==> src/rtl/keypad_scan.sv <==
// -----------------------------------------------------------------------------
// keypad_scan
//   Scans a 4x4 active-low matrix keypad one column at a time, synchronises and
//   debounces the row returns frame by frame, and emits one key event per
//   physical press. Decimal keys shift into a six-digit BCD entry register that
//   feeds the 7-segment scan display; key 15 clears the entry.
//
// Ports
//   clk        in   system clock
//   rst_n      in   asynchronous active-low reset
//   row[3:0]   in   row returns, active-low, externally pulled up
//   col[3:0]   out  column drive, active-low, one-cold (1110 after reset)
//   key[3:0]   out  code (4*row + col) of the last accepted key
//   key_valid  out  one-cycle pulse per accepted press
//   key_held   out  high while the accepted key stays pressed (debounced)
//   dig1..dig6 out  BCD entry digits, dig1 = most recent
// -----------------------------------------------------------------------------
module keypad_scan #(
    parameter int SCAN_DIV = 1000,  // clock cycles per column window (>= 2)
    parameter int DEBOUNCE = 4      // identical frames to accept press/release (>= 1)
) (
    input  logic       clk,
    input  logic       rst_n,
    input  logic [3:0] row,
    output logic [3:0] col,
    output logic [3:0] key,
    output logic       key_valid,
    output logic       key_held,
    output logic [3:0] dig1,
    output logic [3:0] dig2,
    output logic [3:0] dig3,
    output logic [3:0] dig4,
    output logic [3:0] dig5,
    output logic [3:0] dig6
);

    localparam int DIV_W = $clog2(SCAN_DIV);
    localparam int CNT_W = $clog2(DEBOUNCE + 1);

    typedef enum logic [1:0] {
        IDLE        = 2'd0,
        PRESS_CHK   = 2'd1,
        HELD        = 2'd2,
        RELEASE_CHK = 2'd3
    } state_t;

    // Number of set bits in a 4-bit vector.
    function automatic logic [2:0] pop4(input logic [3:0] v);
        pop4 = {2'b00, v[0]} + {2'b00, v[1]} + {2'b00, v[2]} + {2'b00, v[3]};
    endfunction

    // Index of the lowest set bit (caller guarantees at least one bit set).
    function automatic logic [1:0] low_idx(input logic [3:0] v);
        if (v[0]) begin
            low_idx = 2'd0;
        end else if (v[1]) begin
            low_idx = 2'd1;
        end else if (v[2]) begin
            low_idx = 2'd2;
        end else begin
            low_idx = 2'd3;
        end
    endfunction

    // Synchroniser and scan state
    logic [3:0]       row_meta_q, row_sync_q;
    logic [1:0]       col_tag1_q, col_tag_q;
    logic [DIV_W-1:0] div_q, div_d;
    logic [3:0]       col_q, col_d;
    logic [1:0]       col_idx_q, col_idx_d;
    logic [1:0]       acc_cnt_q, acc_cnt_d;
    logic [3:0]       acc_code_q, acc_code_d;

    // Frame classification
    logic       win_end_s, frame_end_s;
    logic [3:0] row_low_s;
    logic [2:0] win_pop_s, sum_s;
    logic [1:0] win_sat_s, tot_cnt_s;
    logic [3:0] tot_code_s;
    logic       frame_none_s, frame_single_s, frame_key_s;

    // Debounce FSM and outputs
    state_t           state_q, state_d;
    logic [CNT_W-1:0] cnt_q, cnt_d;
    logic [3:0]       cand_q, cand_d;
    logic [3:0]       key_q, key_d;
    logic             key_valid_q, key_valid_d;
    logic             key_held_q, key_held_d;
    logic [5:0][3:0]  dig_q, dig_d;
    logic             accept_s;
    logic [3:0]       accept_code_s;

    // Row synchroniser; the driven column index travels through an identical
    // two-stage pipe so every synchronised row vector is tagged with the
    // column that produced it (matters when SCAN_DIV is only 2 or 3).
    always_ff @(posedge clk or negedge rst_n) begin
        if (!rst_n) begin
            row_meta_q <= 4'hF;
            row_sync_q <= 4'hF;
            col_tag1_q <= 2'd0;
            col_tag_q  <= 2'd0;
        end else begin
            row_meta_q <= row;
            row_sync_q <= row_meta_q;
            col_tag1_q <= col_idx_q;
            col_tag_q  <= col_tag1_q;
        end
    end

    // Window/frame timing and running count of low rows within the frame.
    // The count saturates at 2: only "none", "exactly one" and "more" matter.
    always_comb begin
        win_end_s   = (div_q == DIV_W'(SCAN_DIV - 1));
        frame_end_s = win_end_s && (col_idx_q == 2'd3);
        row_low_s   = ~row_sync_q;
        win_pop_s   = pop4(row_low_s);
        win_sat_s   = (win_pop_s > 3'd2) ? 2'd2 : win_pop_s[1:0];
        sum_s       = {1'b0, acc_cnt_q} + {1'b0, win_sat_s};
        tot_cnt_s   = (sum_s > 3'd2) ? 2'd2 : sum_s[1:0];
        if ((acc_cnt_q == 2'd0) && (win_pop_s == 3'd1)) begin
            tot_code_s = {low_idx(row_low_s), col_tag_q};
        end else begin
            tot_code_s = acc_code_q;
        end
        frame_none_s   = frame_end_s && (tot_cnt_s == 2'd0);
        frame_single_s = frame_end_s && (tot_cnt_s == 2'd1);
        frame_key_s    = frame_end_s && (tot_cnt_s != 2'd0);
    end

    // Divider, column rotation and per-frame accumulator next state.
    always_comb begin
        div_d      = div_q;
        col_d      = col_q;
        col_idx_d  = col_idx_q;
        acc_cnt_d  = acc_cnt_q;
        acc_code_d = acc_code_q;
        if (win_end_s) begin
            div_d     = {DIV_W{1'b0}};
            col_d     = {col_q[2:0], col_q[3]};
            col_idx_d = col_idx_q + 2'd1;
            if (frame_end_s) begin
                acc_cnt_d  = 2'd0;
                acc_code_d = 4'd0;
            end else begin
                acc_cnt_d  = tot_cnt_s;
                acc_code_d = tot_code_s;
            end
        end else begin
            div_d = div_q + DIV_W'(1'b1);
        end
    end

    // Scan registers.
    always_ff @(posedge clk or negedge rst_n) begin
        if (!rst_n) begin
            div_q      <= {DIV_W{1'b0}};
            col_q      <= 4'b1110;
            col_idx_q  <= 2'd0;
            acc_cnt_q  <= 2'd0;
            acc_code_q <= 4'd0;
        end else begin
            div_q      <= div_d;
            col_q      <= col_d;
            col_idx_q  <= col_idx_d;
            acc_cnt_q  <= acc_cnt_d;
            acc_code_q <= acc_code_d;
        end
    end

    // Debounce FSM next state, key event and digit entry.
    // MULTI frames count as "no key" while looking for a press and as
    // "key present" while the accepted key is held.
    always_comb begin
        state_d       = state_q;
        cnt_d         = cnt_q;
        cand_d        = cand_q;
        key_d         = key_q;
        key_valid_d   = 1'b0;
        key_held_d    = key_held_q;
        dig_d         = dig_q;
        accept_s      = 1'b0;
        accept_code_s = cand_q;
        case (state_q)
            IDLE: begin
                if (frame_single_s) begin
                    cand_d = tot_code_s;
                    if (DEBOUNCE == 1) begin
                        accept_s      = 1'b1;
                        accept_code_s = tot_code_s;
                        state_d       = HELD;
                        cnt_d         = {CNT_W{1'b0}};
                    end else begin
                        state_d = PRESS_CHK;
                        cnt_d   = CNT_W'(1'b1);
                    end
                end else begin
                    state_d = IDLE;
                end
            end
            PRESS_CHK: begin
                if (frame_single_s) begin
                    if (tot_code_s == cand_q) begin
                        if ((cnt_q + CNT_W'(1'b1)) == CNT_W'(DEBOUNCE)) begin
                            accept_s      = 1'b1;
                            accept_code_s = cand_q;
                            state_d       = HELD;
                            cnt_d         = {CNT_W{1'b0}};
                        end else begin
                            cnt_d = cnt_q + CNT_W'(1'b1);
                        end
                    end else begin
                        cand_d = tot_code_s;
                        cnt_d  = CNT_W'(1'b1);
                    end
                end else if (frame_end_s) begin
                    state_d = IDLE;
                    cnt_d   = {CNT_W{1'b0}};
                end else begin
                    state_d = PRESS_CHK;
                end
            end
            HELD: begin
                if (frame_none_s) begin
                    if (DEBOUNCE == 1) begin
                        state_d    = IDLE;
                        key_held_d = 1'b0;
                        cnt_d      = {CNT_W{1'b0}};
                    end else begin
                        state_d = RELEASE_CHK;
                        cnt_d   = CNT_W'(1'b1);
                    end
                end else begin
                    state_d = HELD;
                end
            end
            RELEASE_CHK: begin
                if (frame_none_s) begin
                    if ((cnt_q + CNT_W'(1'b1)) == CNT_W'(DEBOUNCE)) begin
                        state_d    = IDLE;
                        key_held_d = 1'b0;
                        cnt_d      = {CNT_W{1'b0}};
                    end else begin
                        cnt_d = cnt_q + CNT_W'(1'b1);
                    end
                end else if (frame_key_s) begin
                    state_d = HELD;
                    cnt_d   = {CNT_W{1'b0}};
                end else begin
                    state_d = RELEASE_CHK;
                end
            end
            default: begin
                state_d = IDLE;
                cnt_d   = {CNT_W{1'b0}};
            end
        endcase

        // Entry action into HELD: publish the key and update the digits.
        if (accept_s) begin
            key_d       = accept_code_s;
            key_valid_d = 1'b1;
            key_held_d  = 1'b1;
            if (accept_code_s <= 4'd9) begin
                dig_d = {dig_q[4:0], accept_code_s};
            end else if (accept_code_s == 4'd15) begin
                dig_d = 24'd0;
            end else begin
                dig_d = dig_q;
            end
        end else begin
            key_valid_d = 1'b0;
        end
    end

    // FSM and output registers.
    always_ff @(posedge clk or negedge rst_n) begin
        if (!rst_n) begin
            state_q     <= IDLE;
            cnt_q       <= {CNT_W{1'b0}};
            cand_q      <= 4'd0;
            key_q       <= 4'd0;
            key_valid_q <= 1'b0;
            key_held_q  <= 1'b0;
            dig_q       <= 24'd0;
        end else begin
            state_q     <= state_d;
            cnt_q       <= cnt_d;
            cand_q      <= cand_d;
            key_q       <= key_d;
            key_valid_q <= key_valid_d;
            key_held_q  <= key_held_d;
            dig_q       <= dig_d;
        end
    end

    assign col       = col_q;
    assign key       = key_q;
    assign key_valid = key_valid_q;
    assign key_held  = key_held_q;
    assign dig1      = dig_q[0];
    assign dig2      = dig_q[1];
    assign dig3      = dig_q[2];
    assign dig4      = dig_q[3];
    assign dig5      = dig_q[4];
    assign dig6      = dig_q[5];

endmodule
==> config.mk <==
export PLATFORM = sky130hd
export DESIGN_NAME = keypad_scan
export DESIGN_NICKNAME = d
export VERILOG_FILES = /design/src/rtl/keypad_scan.sv
export SDC_FILE = /design/constraint.sdc
export NUM_CORES = 1
export LEC_CHECK = 0
export ABC_AREA = 1
export CORE_ASPECT_RATIO = 0.6
export CORE_MARGIN = 8
export CORE_UTILIZATION = 51
export DETAILED_ROUTE_END_ITERATION = 12
export PLACE_DENSITY = 0.81
export SLEW_MARGIN = 5
export SYNTH_ARGS = -nofsm -noshare
export SYNTH_HDL_FRONTEND = slang
export SYNTH_SLANG_ARGS = --single-unit
export TNS_END_PERCENT = 30
==> constraint.sdc <==
create_clock -name clk -period 3.6 [get_ports clk]
set_clock_uncertainty 0.15 [all_clocks]
set_input_delay 0.72 -clock clk [delete_from_list [all_inputs] [get_ports clk]]
set_output_delay 0.72 -clock clk [all_outputs]
set_load 0.01 [all_outputs]
Figure 1. Placement view (run 1).
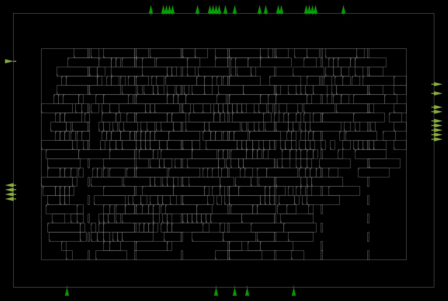
flop share of the area: 38.7%
count of filler cells inserted in the layout: 455

Figure 2. Sequential cells colored by netlist name (run 1).
Other sequential cells in the stronger gray, the rest of the logic in the fainter gray.
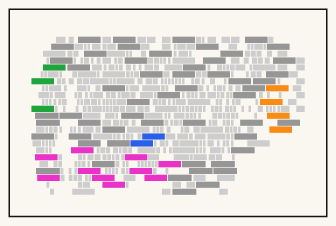
| name in the netlist | color | sequential cells |
|---|---|---|
| `div_q` | magenta | 10 |
| `key` | orange | 4 |
| `cnt_q` | green | 3 |
| `acc_cnt_q` | blue | 2 |
post-route core utilization: 70.4%
sequential-cell power consumption: 832 uW
storage element area: 0.00184 mm2

==> impl_table.tex, run 1 <==
% Synthesis and place-and-route results
\begin{tabular}{lr}
\hline
Metric & Value \\
\hline
\multicolumn{2}{l}{\textbf{Outcome}} \\
Result of the run & complete, but fails checks \\
Violations in the final reports & negative setup slack \\
\multicolumn{2}{l}{\textbf{Floorplanning}} \\
Vert. Die Dim & a little over 80 um \\
Horizontal die dimension & roughly 120 um \\
Core Region & about 0.0068 mm2 \\
\multicolumn{2}{l}{\textbf{Setup path}} \\
Kind of start point of the critical path & flip-flop \\
Critical path capture point type & flip-flop \\
Critical Setup Path Class & reg -> reg \\
Delay of the slowest critical-path stage & 0.54 ns \\
\multicolumn{2}{l}{\textbf{Clocking}} \\
Clock Tree Root & clkbuf\_16 \\
H-tree levels & 3 \\
\multicolumn{2}{l}{\textbf{Routing}} \\
Final ANT Viol Nets & 0 \\
Initial DRC Count & 289 \\
Mean routed wirelength per cell & 16.1 um \\
\multicolumn{2}{l}{\textbf{Final timing}} \\
Total setup violations reported at the end of the flow & 32 \\
Number of failing hold endpoints at the final stage & 0 \\
Final Worst Setup Slack & -0.187 ns \\
Normalized max-slew margin & about half \\
Min cycle time layout & $\sim$3.8 ns \\
\multicolumn{2}{l}{\textbf{Layout}} \\
Growth of design area from synthesis to finish & 31.9\% \\
Antenna cell count & 0 \\
Count of non-filler cells in the finished layout & a little under 600 \\
\multicolumn{2}{l}{\textbf{Pwr}} \\
Register share of total power & between 40\% and 50\% \\
Gate power share & 10.2\% \\
Switching Share & 23.8\% \\
\multicolumn{2}{l}{\textbf{Global route}} \\
M1 GR Usage & 23.9\% \\
Met2 track demand over resource in global routing & between 20 and 30\% \\
Number of global-route vias before repair & 3062 \\
\multicolumn{2}{l}{\textbf{Run}} \\
\# Max-Cap Violations & 0 \\
\multicolumn{2}{l}{\textbf{Place}} \\
HPWL after detailed placement & 6100 um \\
Placed insts & 552 \\
\multicolumn{2}{l}{\textbf{Hold path}} \\
Tightest Hold Check Type & reg -> reg \\
\multicolumn{2}{l}{\textbf{Yosys}} \\
Avg Inst Size Synth & 8.51 um2 \\
\hline
\end{tabular}
Figure 3. Signal metal coverage by tile (run 1).
The die is cut into 25 by 16 equal tiles; black is low, pale yellow is high, scaled to the fullest tile. Values are wire area over tile area, all layers added.
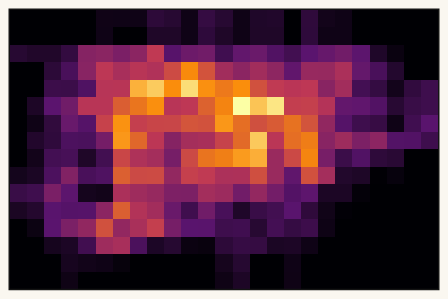
nearly empty tiles: 27%
emptiest ninth of the die: south-east
densest ninth of the die: center

==> run 1: cell usage after synthesis (all sizes together) <==
library cell / count
nand2: 139
dfrtp: 62
inv: 57
nor2: 35
nand4: 33
nand3: 31
o21ai: 14
dfstp: 11
ha: 10
a21oi: 8
buf: 7
nor3: 5
clkbuf: 4
a31oi: 2
fa: 2
o31ai: 2
o211ai: 1
xnor2: 1
==> run 1: path summary, 6_finish.rpt <==
| path | startpoint | end | slack (ns) | depth (start not counted) |
|---|---|---|---|---|
| max | row_sync_q[1]$_DFF_PN1_ | dig3[1]$_DFFE_PN0P_ | -0.19 | 21 |
| min in group asynchronous | rst_n | div_q[3]$_DFF_PN0_ | 0.25 | 1 |
| max in group asynchronous | rst_n | key[3]$_DFFE_PN0P_ | 2.25 | 2 |
| min reg2reg | col_tag1_q[1]$_DFF_PN0_ | col_tag_q[1]$_DFF_PN0_ | 0.20 | 0 |
| max reg2reg | row_sync_q[1]$_DFF_PN1_ | dig3[1]$_DFFE_PN0P_ | -0.19 | 21 |
| min | col_tag1_q[1]$_DFF_PN0_ | col_tag_q[1]$_DFF_PN0_ | 0.20 | 0 |
==> run 1: placed cells by master, fill, tap and decap left out, types with 8 or more instances in the layout <==
master / netlist / final
a21oi_1: 8 / 8
buf_4: 0 / 14
clkbuf_16: 0 / 10
clkdlybuf4s50_1: 0 / 38
dfrtp_1: 62 / 62
dfstp_2: 11 / 11
inv_1: 53 / 45
inv_2: 4 / 11
nand2_1: 136 / 115
nand2_2: 2 / 18
nand3_1: 29 / 29
nand4_1: 30 / 30
nor2_1: 27 / 19
o21ai_0: 14 / 12
==> run 1: repair_timing <==
action	in CTS	in global routing
gates cloned	3	1
pin swaps	1	1
resized	20	44
buffers inserted	6	2
setup endpoints to repair	35	39
==> run 1: kinds of logic (layout without fill, tap and decap cells) <==
kind of cell    after synthesis  count (layout)  share of synthesized area [%]
compound gates               27              27                           4.02
xor+xnor                      1               1                          0.243
fa+ha+maj                    12              12                           4.58
buf+inv                      68             136                           8.01
flops                        73              73                           51.0
simple gates                243             243                           32.1
==> run 1: final cells by class <==
cell class	count	area [um2]	area share, %
repair buffers	63	654	13.7
clock buffers	14	274	5.76
flip-flops and latches	73	1840	38.7
multi-input cells	283	1650	34.7
clock inverters	2	12.5	0.263
inverters	57	216	4.55
well taps	87	109	2.29
==> run 1: per-layer routing <==
metal  routed length [um]  part of all wire, %
met4                  153                  1.6
met5                    0                    0
met3                  776                  8.3
met1                 4060                   44
met2                 4330                   46
==> run 1: flip-flops by register name (all words and copies together), names as in the netlist, 3 cells and up <==
signal and flops:
cand_q 4, row_sync_q 4, dig1 4, col 4
dig5 4, dig6 4, acc_code_q 4, dig2 4
dig4 4, cnt_q 3, dig3 4, key 4
div_q 10, row_meta_q 4
==> run 1: power by group through the flow <==
stage	Sequential [mW]	Clock, mW	Combinational (mW)
finish	0.832	0.843	0.190
global route	0.831	0.888	0.212
CTS	0.832	0.862	0.180
detailed placement	0.846	0	0.158
global placement	0.845	0	0.153
floorplan	0.846	0	0.104
==> inputs of run 2 (changes only) <==
RECOVER_POWER = 100   (was default)
Figure 4. Placement view (run 2).
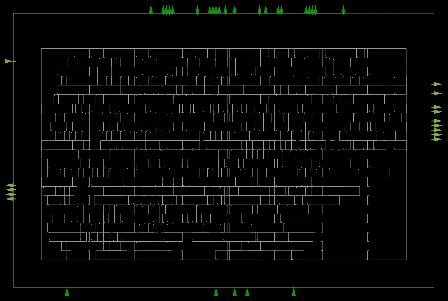
Flops: 73
count of non-filler cells in the finished layout: 579

==> run 2 against run 1 <==
  * The flow finishes with violations (max-capacitance violations, negative setup slack)
  * Setup slack better by 0.012 ns
  * Synthesized area stayed put
  * Sequential share of layout area is 0.092 points higher
  * Clock power hardly changed
  * Non-clock buffer count stayed put
  * Maximum frequency is 0.31% higher
  * Sequential power hardly changed
  * Hold slack better by 0.00090 ns
  * Count of clock-buffer cells in the layout stayed put
  * Utilization is 0.17 points lower
  * Via count is 1.2% higher
  * Synthesized cell count stayed put
  * Critical path type unchanged
  * Largest cell class unchanged
  * Largest power group unchanged
  * Highest routed layer unchanged
==> impl_table.tex, run 2 <==
% Synthesis and place-and-route results
\begin{tabular}{lr}
\hline
Metric & Value \\
\hline
\multicolumn{2}{l}{\textbf{Floorplanning}} \\
Horizontal die dimension & 125 um (unchanged) \\
Core Region & 0.00676 mm2 (unchanged) \\
\multicolumn{2}{l}{\textbf{Yosys}} \\
Top cell types by occurrence after synthesis & nand2\_1 (136), dfrtp\_1 (62), inv\_1 (53), nand4\_1 (30), nand3\_1 (29) \\
Top logic cell family in the synthesized netlist & simple AND/OR/NAND/NOR gates \\
Async set-or-reset flop fraction in the synthesized netlist & 100\% (unchanged) \\
Most common flop cell mapped by yosys & dfrtp\_1 \\
Post-synthesis share of cell area spent on and, or, nand and nor gates & 32.1\% (unchanged) \\
Leading cell type by number of instances after synthesis & nand2\_1 \\
Post-synthesis share of cell area spent on full adders, half adders and majority gates & 4.58\% (unchanged) \\
Number of enable-type register cells in the synthesized netlist & 0 (unchanged) \\
\multicolumn{2}{l}{\textbf{Final timing}} \\
Normalized max-slew margin & 0.0878\% (-49 points) \\
Number of failing hold endpoints at the final stage & 0 (unchanged) \\
Total setup violations reported at the end of the flow & 30 (-6.3\%) \\
Min cycle time layout & 3.78 ns (-0.0115 ns) \\
Final Worst Setup Slack & -0.175 ns (+0.0115 ns) \\
\multicolumn{2}{l}{\textbf{Routing}} \\
Mean routed wirelength per cell & 16.1 um (+0.25\%) \\
Final ANT Viol Nets & 0 (unchanged) \\
Initial DRC Count & 265 (-8.3\%) \\
\multicolumn{2}{l}{\textbf{Pwr}} \\
Switching Share & 23.9\% (+0.079 points) \\
Gate power share & 10.1\% (about the same) \\
\multicolumn{2}{l}{\textbf{Hold path}} \\
Hold\_sp & col\_tag1\_q[1]\$\_DFF\_PN0\_ \\
\multicolumn{2}{l}{\textbf{Layout}} \\
Max FFs per register & 10 (unchanged) \\
Most used cells in the layout excluding fill and tap cells & nand2\_1 (115), dfrtp\_1 (62), inv\_1 (46) \\
Most used logic cell in the final layout & nand2\_1 \\
Largest register by flop count & div\_q \\
Growth of design area from synthesis to finish & 31.6\% \\
Antenna cell count & 0 (unchanged) \\
\multicolumn{2}{l}{\textbf{Place}} \\
HPWL after detailed placement & 6100 um (unchanged) \\
\multicolumn{2}{l}{\textbf{Global route}} \\
Number of global-route vias before repair & 3062 (unchanged) \\
\multicolumn{2}{l}{\textbf{Setup path}} \\
Critical Setup Path Class & reg -> reg \\
Start point of the critical path & row\_sync\_q[1]\$\_DFF\_PN1\_ \\
Source of the worst register-to-register timing path & row\_sync\_q[1]\$\_DFF\_PN1\_ \\
Critical path capture point type & flip-flop \\
\multicolumn{2}{l}{\textbf{Outcome}} \\
Violations in the final reports & max-capacitance violations, negative setup slack \\
Result of the run & complete, but fails checks \\
\multicolumn{2}{l}{\textbf{Run}} \\
\# Max-Cap Violations & 1 (+1) \\
\hline
\end{tabular}
Figure 5. Signal wires on met3 (run 2).
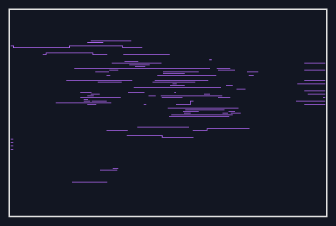
longest straight run: 53.1 um
wire length on this layer: 793 um
nets with wire on the layer: 59
main direction: horizontal

## run 2: path summary, 6_finish.rpt
check / endpoint / slack [ns] / cells after the start
min: col_tag_q[1]$_DFF_PN0_ / 0.20 / 0
max: dig3[1]$_DFFE_PN0P_ / -0.18 / 21
max in group asynchronous: key[3]$_DFFE_PN0P_ / 0.71 / 2
min reg2reg: col_tag_q[1]$_DFF_PN0_ / 0.20 / 0
min in group asynchronous: div_q[3]$_DFF_PN0_ / 0.59 / 1
max reg2reg: dig3[1]$_DFFE_PN0P_ / -0.18 / 21
## run 2: power groups by stage
stage	sequential, mW	clock (mW)	combinational (mW)
final	0.832	0.845	0.188
after detailed placement	0.846	0	0.158
after CTS	0.832	0.862	0.180
after global routing	0.831	0.888	0.210
after global placement	0.845	0	0.153
after floorplan	0.846	0	0.104
## run 2: cells by family after synthesis
| kind of cell | after synthesis |
|---|---|
| AOI/OAI and AO/OA | 27 |
| xor gates and xnor gates | 1 |
| adders and majority gates | 12 |
| buffers and inverters | 68 |
| DFF | 73 |
| and+or+nand+nor | 243 |
## run 2: final cells by class
| class | count | area [um2] |
|---|---|---|
| fillers | 461 | 2010 |
| flip-flops and latches | 73 | 1840 |
| multi-input cells | 283 | 1650 |
| repair buffers | 63 | 646 |
| clock buffers | 14 | 274 |
| inverters | 57 | 216 |
| well taps | 87 | 109 |
| clock inverters | 2 | 12.5 |
## run 2: through the flow
| stage | hold slack (ns) | cell area (um2) | utilization (%) | std cells | worst slack [ns] |
|---|---|---|---|---|---|
| 3_3_place_gp | 0.182 | 4170 | 61.6 | 552 | -0.00867 |
| 3_5_place_dp | 0.190 | 4170 | 61.6 | 552 | -0.126 |
| 4_1_cts | 0.204 | 4630 | 68.4 | 577 | -0.160 |
| 5_1_grt | 0.209 | 4750 | 70.2 | 579 | -0.363 |
| 2_1_floorplan | 0.181 | 3630 | - | 424 | 0.0277 |
| 6_report | 0.199 | 4750 | 70.2 | 579 | -0.175 |
## run 2: what timing repair did
| item | in CTS | in global routing |
|---|---|---|
| hold buffers | 0 | 0 |
| pin swaps | 1 | 1 |
| gates resized | 20 | 44 |
| endpoints found under the hold margin | 0 | 0 |
| setup endpoints to repair | 35 | 39 |
| gates cloned | 3 | 1 |
| setup buffers | 6 | 2 |
## run 2: metal layers
layer / up-vias / share of wire, % / global-route usage, %
li1: 1504 / - / -
met1: 1541 / 44 / 23.9
met2: 131 / 46 / 28.9
met3: 20 / 8.5 / 5.85
met4: 0 / 1.5 / 7.17
met5: - / 0 / 0
## run 2: critical path, cell delays in order (launching register included)
cell and delay (ns):
dfstp_2 0.54, fa_1 0.41, inv_1 0.07, ha_2 0.18, inv_2 0.04, ha_4 0.27, a31oi_4 0.09, nor2_2 0.11
ha_2 0.19, inv_2 0.04, fa_1 0.50, nand2_2 0.08, nor2_4 0.09, inv_2 0.06, nor2_4 0.11, inv_4 0.06
nor2_8 0.10, nand4_4 0.12, buf_12 0.17, clkbuf_16 0.16, nand2_1 0.06, nand2_1 0.04
==> inputs of run 3 (changes only) <==
CORE_UTILIZATION = 56   (was 51)
CTS_CLUSTER_SIZE = 16   (was default)
PLACE_DENSITY = 0.84   (was 0.81)
clock period = 4.2 ns   (was 3.6 ns; I/O delays follow)
Figure 6. Nets reached from selected ports (run 3).
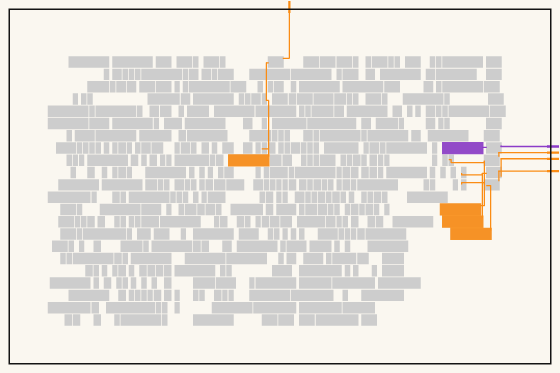
| port | color | bits | direction | edge | end cells | buffers | wire |
|---|---|---|---|---|---|---|---|
| `key` | orange | 4 | output | 3 east, 1 north | 4 | 4 | 126 um |
| `key_valid` | purple | 1 | output | east | 1 | 1 | 11.4 um |
number of primary I/O pins: 40
number of buffer cells added on primary ports: 39

==> run 3 against run 2 <==
  * The run ends with max-capacitance violations, max-slew violations left
  * Critical path type unchanged
  * Largest cell class unchanged
  * Hold slack about the same
  * Largest power group is now sequential cells
  * Synthesized cell count did not move
  * Synthesized area unchanged
  * Setup slack improved by 0.39 ns
  * Global-route usage up 0.64 points
  * Cell area decreased by 7.4%
  * Utilization up 1.1 points
  * Flip-flop count unchanged
  * Routed wire length decreased by 5.7%
  * Maximum frequency fell by 5.3%
==> impl_table.tex, run 3 <==
% Synthesis and place-and-route results
\begin{tabular}{lr}
\hline
Metric & Value \\
\hline
\multicolumn{2}{l}{\textbf{Yosys}} \\
Post-synthesis share of cell area spent on full adders, half adders and majority gates & 4.58\% (unchanged) \\
Leading cell type by number of instances after synthesis & nand2\_1 \\
Top cell types by occurrence after synthesis & nand2\_1 (136), dfrtp\_1 (62), inv\_1 (53), nand4\_1 (30), nand3\_1 (29) \\
Post-synthesis share of cell area spent on and, or, nand and nor gates & 32.1\% (unchanged) \\
\multicolumn{2}{l}{\textbf{Global route}} \\
Number of global-route vias before repair & 2949 (-3.7\%) \\
Global routing usage on met3 & 8.43\% (+2.6 points) \\
\multicolumn{2}{l}{\textbf{Setup path}} \\
Critical Setup Path Class & reg -> reg \\
\multicolumn{2}{l}{\textbf{Layout}} \\
Growth of design area from synthesis to finish & 21.8\% \\
Antenna cell count & 0 (unchanged) \\
Max FFs per register & 10 (unchanged) \\
Most used cells in the layout excluding fill and tap cells & nand2\_1 (135), dfrtp\_1 (62), inv\_1 (51) \\
Largest register by flop count & div\_q \\
Count of non-filler cells in the finished layout & 562 (-2.9\%) \\
\multicolumn{2}{l}{\textbf{Place}} \\
Instance area at placement & 0.00405 mm2 (-2.9\%) \\
\multicolumn{2}{l}{\textbf{Routing}} \\
Mean routed wirelength per cell & 15.7 um (-2.9\%) \\
Initial DRC Count & 321 (+21\%) \\
\multicolumn{2}{l}{\textbf{Outcome}} \\
Violations in the final reports & max-capacitance violations, max-slew violations \\
Result of the run & complete, but fails checks \\
\multicolumn{2}{l}{\textbf{Final timing}} \\
Total setup violations reported at the end of the flow & 0 (-100\%) \\
Final-report max-slew violation count & 74 \\
Min cycle time layout & 3.99 ns (+0.211 ns) \\
\multicolumn{2}{l}{\textbf{Run}} \\
\# Max-Cap Violations & 1 (unchanged) \\
\hline
\end{tabular}
Figure 7. Signal metal coverage by tile (run 3).
The die is cut into 24 by 16 equal tiles; black is low, pale yellow is high, scaled to the fullest tile. Values are wire area over tile area, all layers added.
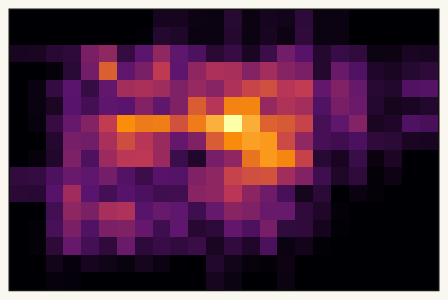
nearly empty tiles: 28%
emptiest ninth of the die: south-east
fullest tile: 0.84
mean over tiles: 0.16

[run 3: layout make-up]
type | count | area (um2)
clock inverters | 5 | 80.1
fillers | 440 | 1770
well taps | 84 | 105
multi-input cells | 286 | 1560
inverters | 57 | 214
flip-flops and latches | 73 | 1840
repair buffers | 47 | 455
clock buffers | 10 | 138
[run 3: power by group]
| part | leakage, nW | total (mW) | switching, mW | internal [mW] |
|---|---|---|---|---|
| Combinational | 1.28 | 0.142 | 0.0977 | 0.0441 |
| Clock | 0.104 | 0.603 | 0.257 | 0.346 |
| Sequential | 0.967 | 0.712 | 0.00204 | 0.710 |
[run 3: stage by stage]
step | total power, mW | setup TNS [ns] | hold WS (ns) | worst slack (ns) | util, %
global placement | 0.841 | 0 | 0.182 | 0.225 | 65.6
finish | 1.46 | 0 | 0.199 | 0.214 | 71.3
detailed placement | 0.845 | 0 | 0.186 | 0.0521 | 65.6
floorplan | 0.810 | 0 | 0.181 | 0.465 | -
global route | 1.52 | -0.104 | 0.211 | -0.0203 | 71.3
CTS | 1.45 | -0.381 | 0.202 | -0.0433 | 69.4
[run 3: worst max-delay path: stages, from the launching register on]
cell and delay, ns:
dfstp_2 0.56, fa_1 0.42, inv_1 0.07, ha_2 0.19
inv_2 0.06, ha_4 0.27, a31oi_2 0.10, nor2_1 0.13
ha_1 0.15, inv_1 0.05, fa_1 0.53, nand2_2 0.10
nor2_4 0.14, inv_2 0.07, nor2_4 0.12, inv_2 0.08
nor2_8 0.20, nand4_2 0.26, nand2_1 0.16, nand2_1 0.05
[run 3: path summary, 6_finish.rpt]
path | start | endpoint | slack, ns | depth (start not counted)
min in group asynchronous | rst_n | div_q[8]$_DFF_PN0_ | 0.87 | 2
worst min-delay path | col_tag1_q[0]$_DFF_PN0_ | col_tag_q[0]$_DFF_PN0_ | 0.20 | 0
worst max register to register | row_sync_q[1]$_DFF_PN1_ | dig2[2]$_DFFE_PN0P_ | 0.21 | 19
max in group asynchronous | rst_n | dig2[2]$_DFFE_PN0P_ | 1.99 | 2
worst max-delay path | row_sync_q[1]$_DFF_PN1_ | dig2[2]$_DFFE_PN0P_ | 0.21 | 19
worst min register to register | col_tag1_q[0]$_DFF_PN0_ | col_tag_q[0]$_DFF_PN0_ | 0.20 | 0
[run 3: repair_timing]
| item | CTS | global route |
|---|---|---|
| buffers inserted | 0 | 5 |
| gates cloned | 1 | 2 |
| gates resized | 0 | 18 |
| pin swaps | 1 | 8 |
| endpoints found under the setup margin | 24 | 38 |
[run 3: kinds of logic after synthesis]
group           after synthesis
compound gates               27
fa+ha+maj                    12
simple gates                243
buf+inv                      68
xor+xnor                      1
flops                        73
[run 3: metal layers]
| metal | routed length (um) | up-vias |
|---|---|---|
| li1 | - | 1478 |
| met1 | 3750 | 1517 |
| met2 | 3930 | 177 |
| met3 | 1010 | 19 |
| met4 | 123 | 0 |
| met5 | 0 | - |
Power figures rest on the tool's default switching activity, not on a simulated workload.
